==> src/rtl/hazard_pkg.sv <==
// Shared types and constants for the ID-stage hazard scoreboard.
// Optional forwarding is enabled by defining HAZARD_FWD_EN.
package hazard_pkg;

    localparam int unsigned REG_AW_DEF = 5;
    localparam int unsigned DEPTH_DEF  = 3;
    // Entry rd field is sized for the widest supported register index.
    localparam int unsigned REG_AW_MAX = 8;
    localparam int unsigned FWD_W      = 3;

    localparam logic [FWD_W-1:0] FWD_RF = '0;

    typedef struct packed {
        logic                  v;
        logic [REG_AW_MAX-1:0] rd;
        logic                  ld;
    } sb_entry_t;

endpackage

==> src/rtl/hazard_operand_match.sv <==
// Priority match of one source operand against the scoreboard entries.
// HAZARD_FWD_EN selects load-aware forwarding; otherwise wait for WB.
module hazard_operand_match
    import hazard_pkg::*;
#(
    parameter int unsigned DEPTH      = DEPTH_DEF,
    parameter int unsigned LOAD_READY = 1
) (
    input  sb_entry_t [DEPTH-1:0]  entries,
    input  logic [REG_AW_MAX-1:0]  operand,
    input  logic                   used,
    output logic                   hit_not_ready,
    output logic [FWD_W-1:0]       sel
);

    logic [DEPTH-1:0] match;

    always_comb begin
        for (int i = 0; i < int'(DEPTH); i++) begin
            match[i] = used && (operand != '0) && entries[i].v && (entries[i].rd == operand);
        end
    end

`ifdef HAZARD_FWD_EN
    always_comb begin
        hit_not_ready = 1'b0;
        sel           = FWD_RF;
        // Walk oldest to youngest so the youngest match wins the select.
        for (int i = int'(DEPTH) - 1; i >= 0; i--) begin
            if (match[i]) begin
                sel = FWD_W'(i + 1);
                if (entries[i].ld && (i < int'(LOAD_READY))) begin
                    hit_not_ready = 1'b1;
                end
            end
        end
    end
`else
    localparam int unsigned unused_load_ready = LOAD_READY;
    logic [DEPTH-1:0] unused_ld;

    always_comb begin
        for (int i = 0; i < int'(DEPTH); i++) begin
            unused_ld[i] = entries[i].ld;
        end
    end

    // Without bypass the consumer waits until the producer sits in the last entry.
    always_comb begin
        hit_not_ready = |match[DEPTH-2:0];
        sel           = FWD_RF;
    end
`endif

endmodule

==> src/rtl/hazard_scoreboard.sv <==
// ID-stage hazard scoreboard: in-flight rd tracking, stall, forward selects, stall counter.
// Define HAZARD_FWD_EN to enable bypass selects and load-aware stalling.
module hazard_scoreboard
    import hazard_pkg::*;
#(
    parameter int unsigned REG_AW     = REG_AW_DEF,
    parameter int unsigned DEPTH      = DEPTH_DEF,
    parameter int unsigned LOAD_READY = 1,
    parameter int unsigned CNT_W      = 16
) (
    input  logic              clk,
    input  logic              rst_n,
    input  logic              id_valid,
    input  logic [REG_AW-1:0] id_rs,
    input  logic [REG_AW-1:0] id_rt,
    input  logic              id_rs_used,
    input  logic              id_rt_used,
    input  logic [REG_AW-1:0] id_rd,
    input  logic              id_wr_en,
    input  logic              id_is_load,
    input  logic              flush,
    output logic              stall,
    output logic              issue,
    output logic [2:0]        fwd_rs_sel,
    output logic [2:0]        fwd_rt_sel,
    output logic [CNT_W-1:0]  stall_cnt
);

    sb_entry_t [DEPTH-1:0] entries_q, entries_d;
    logic [CNT_W-1:0]      cnt_q;
    logic                  rs_hit, rt_hit;

    hazard_operand_match #(
        .DEPTH      (DEPTH),
        .LOAD_READY (LOAD_READY)
    ) u_match_rs (
        .entries       (entries_q),
        .operand       (REG_AW_MAX'(id_rs)),
        .used          (id_rs_used),
        .hit_not_ready (rs_hit),
        .sel           (fwd_rs_sel)
    );

    hazard_operand_match #(
        .DEPTH      (DEPTH),
        .LOAD_READY (LOAD_READY)
    ) u_match_rt (
        .entries       (entries_q),
        .operand       (REG_AW_MAX'(id_rt)),
        .used          (id_rt_used),
        .hit_not_ready (rt_hit),
        .sel           (fwd_rt_sel)
    );

    assign stall     = id_valid & ~flush & (rs_hit | rt_hit);
    assign issue     = id_valid & ~stall & ~flush;
    assign stall_cnt = cnt_q;

    always_comb begin
        entries_d[0].v  = issue & id_wr_en & (id_rd != '0);
        entries_d[0].rd = REG_AW_MAX'(id_rd);
        entries_d[0].ld = id_is_load;
        for (int i = 1; i < int'(DEPTH); i++) begin
            entries_d[i] = entries_q[i-1];
        end
        // Squash the ID and EX instructions; older stages drain normally.
        if (flush) begin
            entries_d[0].v = 1'b0;
            entries_d[1].v = 1'b0;
        end
    end

    always_ff @(posedge clk or negedge rst_n) begin
        if (!rst_n) begin
            entries_q <= '0;
            cnt_q     <= '0;
        end else begin
            entries_q <= entries_d;
            if (stall && (cnt_q != '1)) begin
                cnt_q <= cnt_q + 1'b1;
            end
        end
    end

endmodule
==> config.mk <==
export PLATFORM = sky130hd
export DESIGN_NAME = hazard_scoreboard
export DESIGN_NICKNAME = d
export VERILOG_FILES = /design/src/rtl/hazard_pkg.sv /design/src/rtl/hazard_operand_match.sv /design/src/rtl/hazard_scoreboard.sv
export SDC_FILE = /design/constraint.sdc
export NUM_CORES = 1
export LEC_CHECK = 0
export ABC_AREA = 1
export CAP_MARGIN = 20
export CORE_UTILIZATION = 28
export DETAILED_ROUTE_END_ITERATION = 8
export SYNTH_ARGS = -nofsm -noshare
export SYNTH_HDL_FRONTEND = slang
export SYNTH_SLANG_ARGS = --single-unit
export TNS_END_PERCENT = 20
==> constraint.sdc <==
create_clock -name clk -period 1.6 [get_ports clk]
set_clock_uncertainty 0.1 [all_clocks]
set_input_delay 0.16 -clock clk [delete_from_list [all_inputs] [get_ports clk]]
set_output_delay 0.16 -clock clk [all_outputs]
set_load 0.02 [all_outputs]
==> impl_results.rst <==
Metrics
=======

.. list-table::
   :header-rows: 1

   * - Metric
     - Value
   * - Final setup vio count
     - 18
   * - Outcome
     - complete, but fails checks
   * - Type of destination of the critical path
     - primary output
   * - Sequential fraction of design power
     - between 40% and 50%
   * - Count of unresolved DRC violations after routing
     - 0
   * - Count of nets after finishing
     - 359
   * - Arrival time of data at the critical path endpoint
     - about 1600 ps
   * - Via count of the first global-routing pass
     - roughly 1900
   * - Total Power
     - around 1.5 mW
   * - Net switching fraction of the power
     - between 20% and 30%
   * - Number of optimization iterations in the first detailed-route pass
     - 4
   * - Largest driver fanout on the critical path
     - 3
   * - Total Neg Setup Slack
     - -1660 ps
   * - Final hold vios
     - 0
   * - Post-DP HPWL
     - approximately 3800 µm
   * - Endpoint of the worst-slack reg-to-reg timing path
     - stall_cnt[13]$_DFFE_PN0P_
   * - Post-Synthesis Cells
     - 275
   * - Global routing usage summed across all routing layers
     - between 10% and 20%
   * - Mean instance size in the synthesized netlist
     - 6.73 µm²
   * - Max-capacitance violation count
     - 0
   * - Internal power component
     - approximately 1.1 mW
   * - Clock root buffer
     - clkbuf_8
   * - Async SR Flop Fraction
     - 100%
   * - Worst vdd ir
     - approximately 0.36 mV
   * - Multiplexer share of the synthesized area
     - 0%
   * - Fillers
     - about 670
   * - Kind of critical path
     - in -> out
   * - Proportion of layout cells with a drive suffix above 1
     - 19.8%
   * - Internal reg-to-reg setup slack
     - -70 ps
   * - Number of cell instances on the worst register-to-register path
     - 13
   * - Area of the synthesized netlist per yosys stat
     - about 0.0019 mm²
   * - Total congestion overflow
     - 0
   * - Post-synth tally of flip-flops with integrated enable
     - 0
   * - ANT nets after route
     - 0
   * - # Cells Yosys
     - 275
   * - Part of the power in the clock network
     - a little under two fifths
   * - #FFs+latches synth
     - 28
   * - Std cell rows
     - 29
   * - Maximum root-to-sink buffer count
     - 2
   * - Post-synth top flop
     - dfrtp_1
   * - Initial antenna violation count
     - 0
   * - Setup WS post-layout
     - -220 ps
   * - RSZ-0062 raised after global routing
     - yes
   * - Standard cell core area
     - around 0.0063 mm²
   * - H-tree level count
     - 1
   * - Leading cell type by number of instances after synthesis
     - nand2_1
   * - Vertical die dimension
     - 83.3 µm
   * - Sequential area share after synthesis
     - ~38%
   * - Clock latency on the worst-skew pair
     - 270 ps
   * - Global-route wire length before repair
     - 8540 µm
   * - Launching element type of the critical path
     - input pin
   * - Power per cell area
     - ~580 mW/mm²
   * - Core utilization at floorplan
     - ~29%
   * - Share of synthesized cell area in and-or and or-and compound cells
     - roughly 1.1%
   * - Dominant kind of combinational cell
     - simple AND/OR/NAND/NOR gates
   * - N_diodes
     - 0
   * - Reg2reg start
     - entries_d[12]$_DFF_PN0_
   * - Class of the tightest hold or removal check
     - in -> async
   * - Violated checks
     - setup timing
   * - Post-synthesis instance area
     - ~0.0019 mm²
   * - Warning count from the yosys run
     - 0
   * - Setup WS pre-CTS
     - -703 ps
   * - Number of buffers inserted during clock tree synthesis
     - 3
   * - Number of vias per cell
     - between 4 and 5
   * - Clock tree sinks
     - 28
[worst max path at each step]
| stage | startpoint | slack [ps] | to |
|---|---|---|---|
| detailed placement | id_rs[3] | -700 | issue |
| global route | entries_d[12]$_DFF_PN0_ | -340 | stall |
| global placement | id_rs[3] | -710 | stall |
| finish | id_rt[1] | -220 | stall |
| CTS | entries_d[15]$_DFF_PN0_ | -210 | stall |
| floorplan | stall_cnt[3]$_DFFE_PN0P_ | 30 | stall_cnt[14]$_DFFE_PN0P_ |
[critical path, cell delays in order]
cell and delay [ps]:
clkdlybuf4s50_1 500, inv_1 90, nand2_1 60, nand2_1 70
nor2_2 120, nand3_1 80, nand2_1 90, nand2_2 80
nand2_4 80, nand2_2 50, inv_2 70, buf_6 110
[cell usage in the layout (no fill, tap or decap), types with 3 or more instances in the layout]
cell type,instances
buf_4,18
buf_6,5
clkbuf_8,3
clkdlybuf4s50_1,18
conb_1,6
dfrtp_1,19
dfrtp_2,9
dlygate4sd2_1,16
dlymetal6s2s_1,3
inv_1,28
inv_2,6
nand2_1,97
nand2_2,14
nand3_1,9
nand4_1,21
nor2_1,29
nor3_1,5
xnor2_1,4
xor2_1,7
[cell type report]
type | count | area, µm² | area share, %
multi-input combinational | 207 | 1030 | 39.4
sequential | 28 | 712 | 27.4
timing repair buffer | 61 | 569 | 21.9
inverter | 34 | 128 | 4.90
tap | 77 | 96.3 | 3.70
clock buffer | 3 | 41.3 | 1.59
clock inverter | 1 | 30.0 | 1.15
[metrics by stage]
step           utilization (%)  cell area (µm²)  instances
3_3_place_gp              38.3             2430        403
2_1_floorplan                -             1890        280
6_report                  41.0             2600        411
3_5_place_dp              38.3             2430        403
5_1_grt                   41.0             2600        411
4_1_cts                   39.5             2510        407
[per-layer routing]
layer | vias to the layer above | GRT usage (%) | part of all wire [%]
li1 | 969 | - | -
met1 | 906 | 19.3 | 44
met2 | 59 | 25.7 | 50
met3 | 4 | 2.68 | 5.2
met4 | 0 | 3.92 | 0.70
met5 | - | 0 | 0
[kinds of logic after synthesis]
logic type / Yosys count
buffers and inverters: 45
adders and majority gates: 1
xor gates and xnor gates: 11
DFF: 28
other: 1
and+or+nand+nor: 185
AOI/OAI and AO/OA: 4
[flip-flops by register name (all words and copies together), names as in the netlist]
name / cells
entries_q: 1
stall_cnt: 16
entries_d: 11
[power by group through the flow]
| stage | clock (mW) | combinational (mW) | sequential (mW) |
|---|---|---|---|
| final | 0.558 | 0.204 | 0.741 |
| after global routing | 0.614 | 0.229 | 0.745 |
| after CTS | 0.584 | 0.202 | 0.741 |
| after detailed placement | 0 | 0.200 | 0.755 |
| after global placement | 0 | 0.200 | 0.755 |
| after floorplan | 0 | 0.0996 | 0.753 |
[timing repair]
item                       CTS  global route
gates resized               38            24
buffers inserted             0             3
gates cloned                 0             1
hold endpoints to repair     0             0
pin swaps                   10             7
setup endpoints to repair   30            20
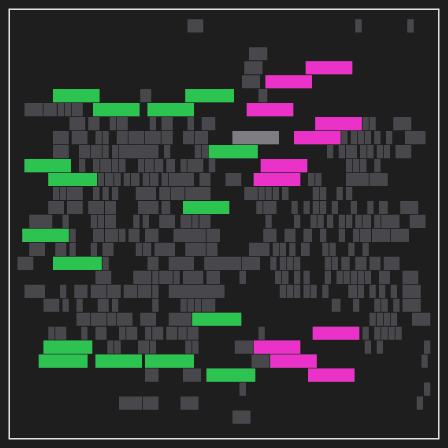
ff_map.png
color	signal	sequential cells
magenta	entries_d	11
green	stall_cnt	16
not colored	1

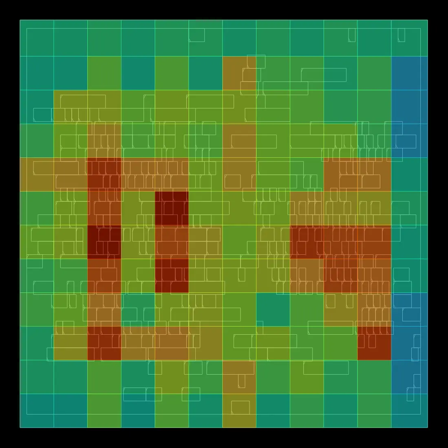
congestion_map.png
wire per inst: 12.5 µm
Finished Core Util: 41.0%
GRT busiest layer: met2
fraction of met2 tracks used by global routing: 25.7%

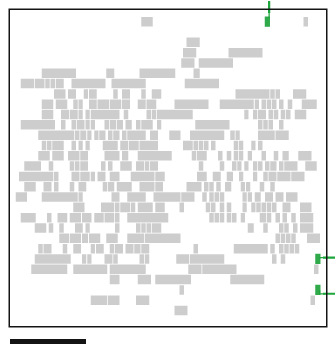
port_trees.png
Scale bar: 20 µm.
color	port	bits	direction	edge	end cells	buffers	wire
green	fwd_rs_sel	3	output	2 east, 1 north	3	0	5.60 µm
Port Buffers: 39
Top Ports: 47

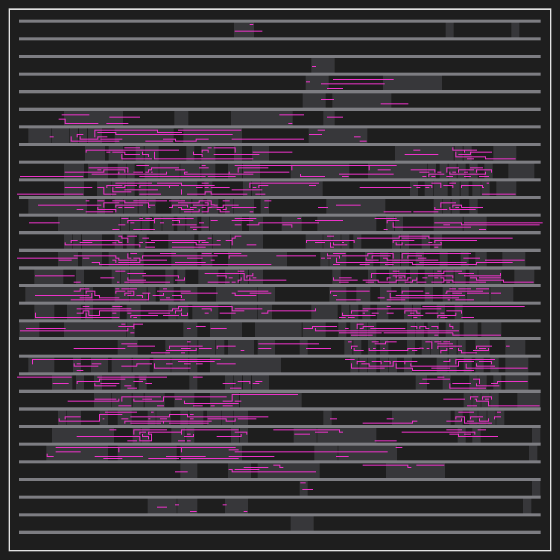
m1.png
Supply wires on this layer in gray.
longest straight run	29.0 µm
nets with wire on the layer	305
main direction	horizontal
share of all routed wire	44%
wire length on this layer	2270 µm
Vias: 1938
Routed Wire Length: 5120 µm
GR Util met1: 19.3%

No activity file was given, so power comes from the tool's default toggle rates.
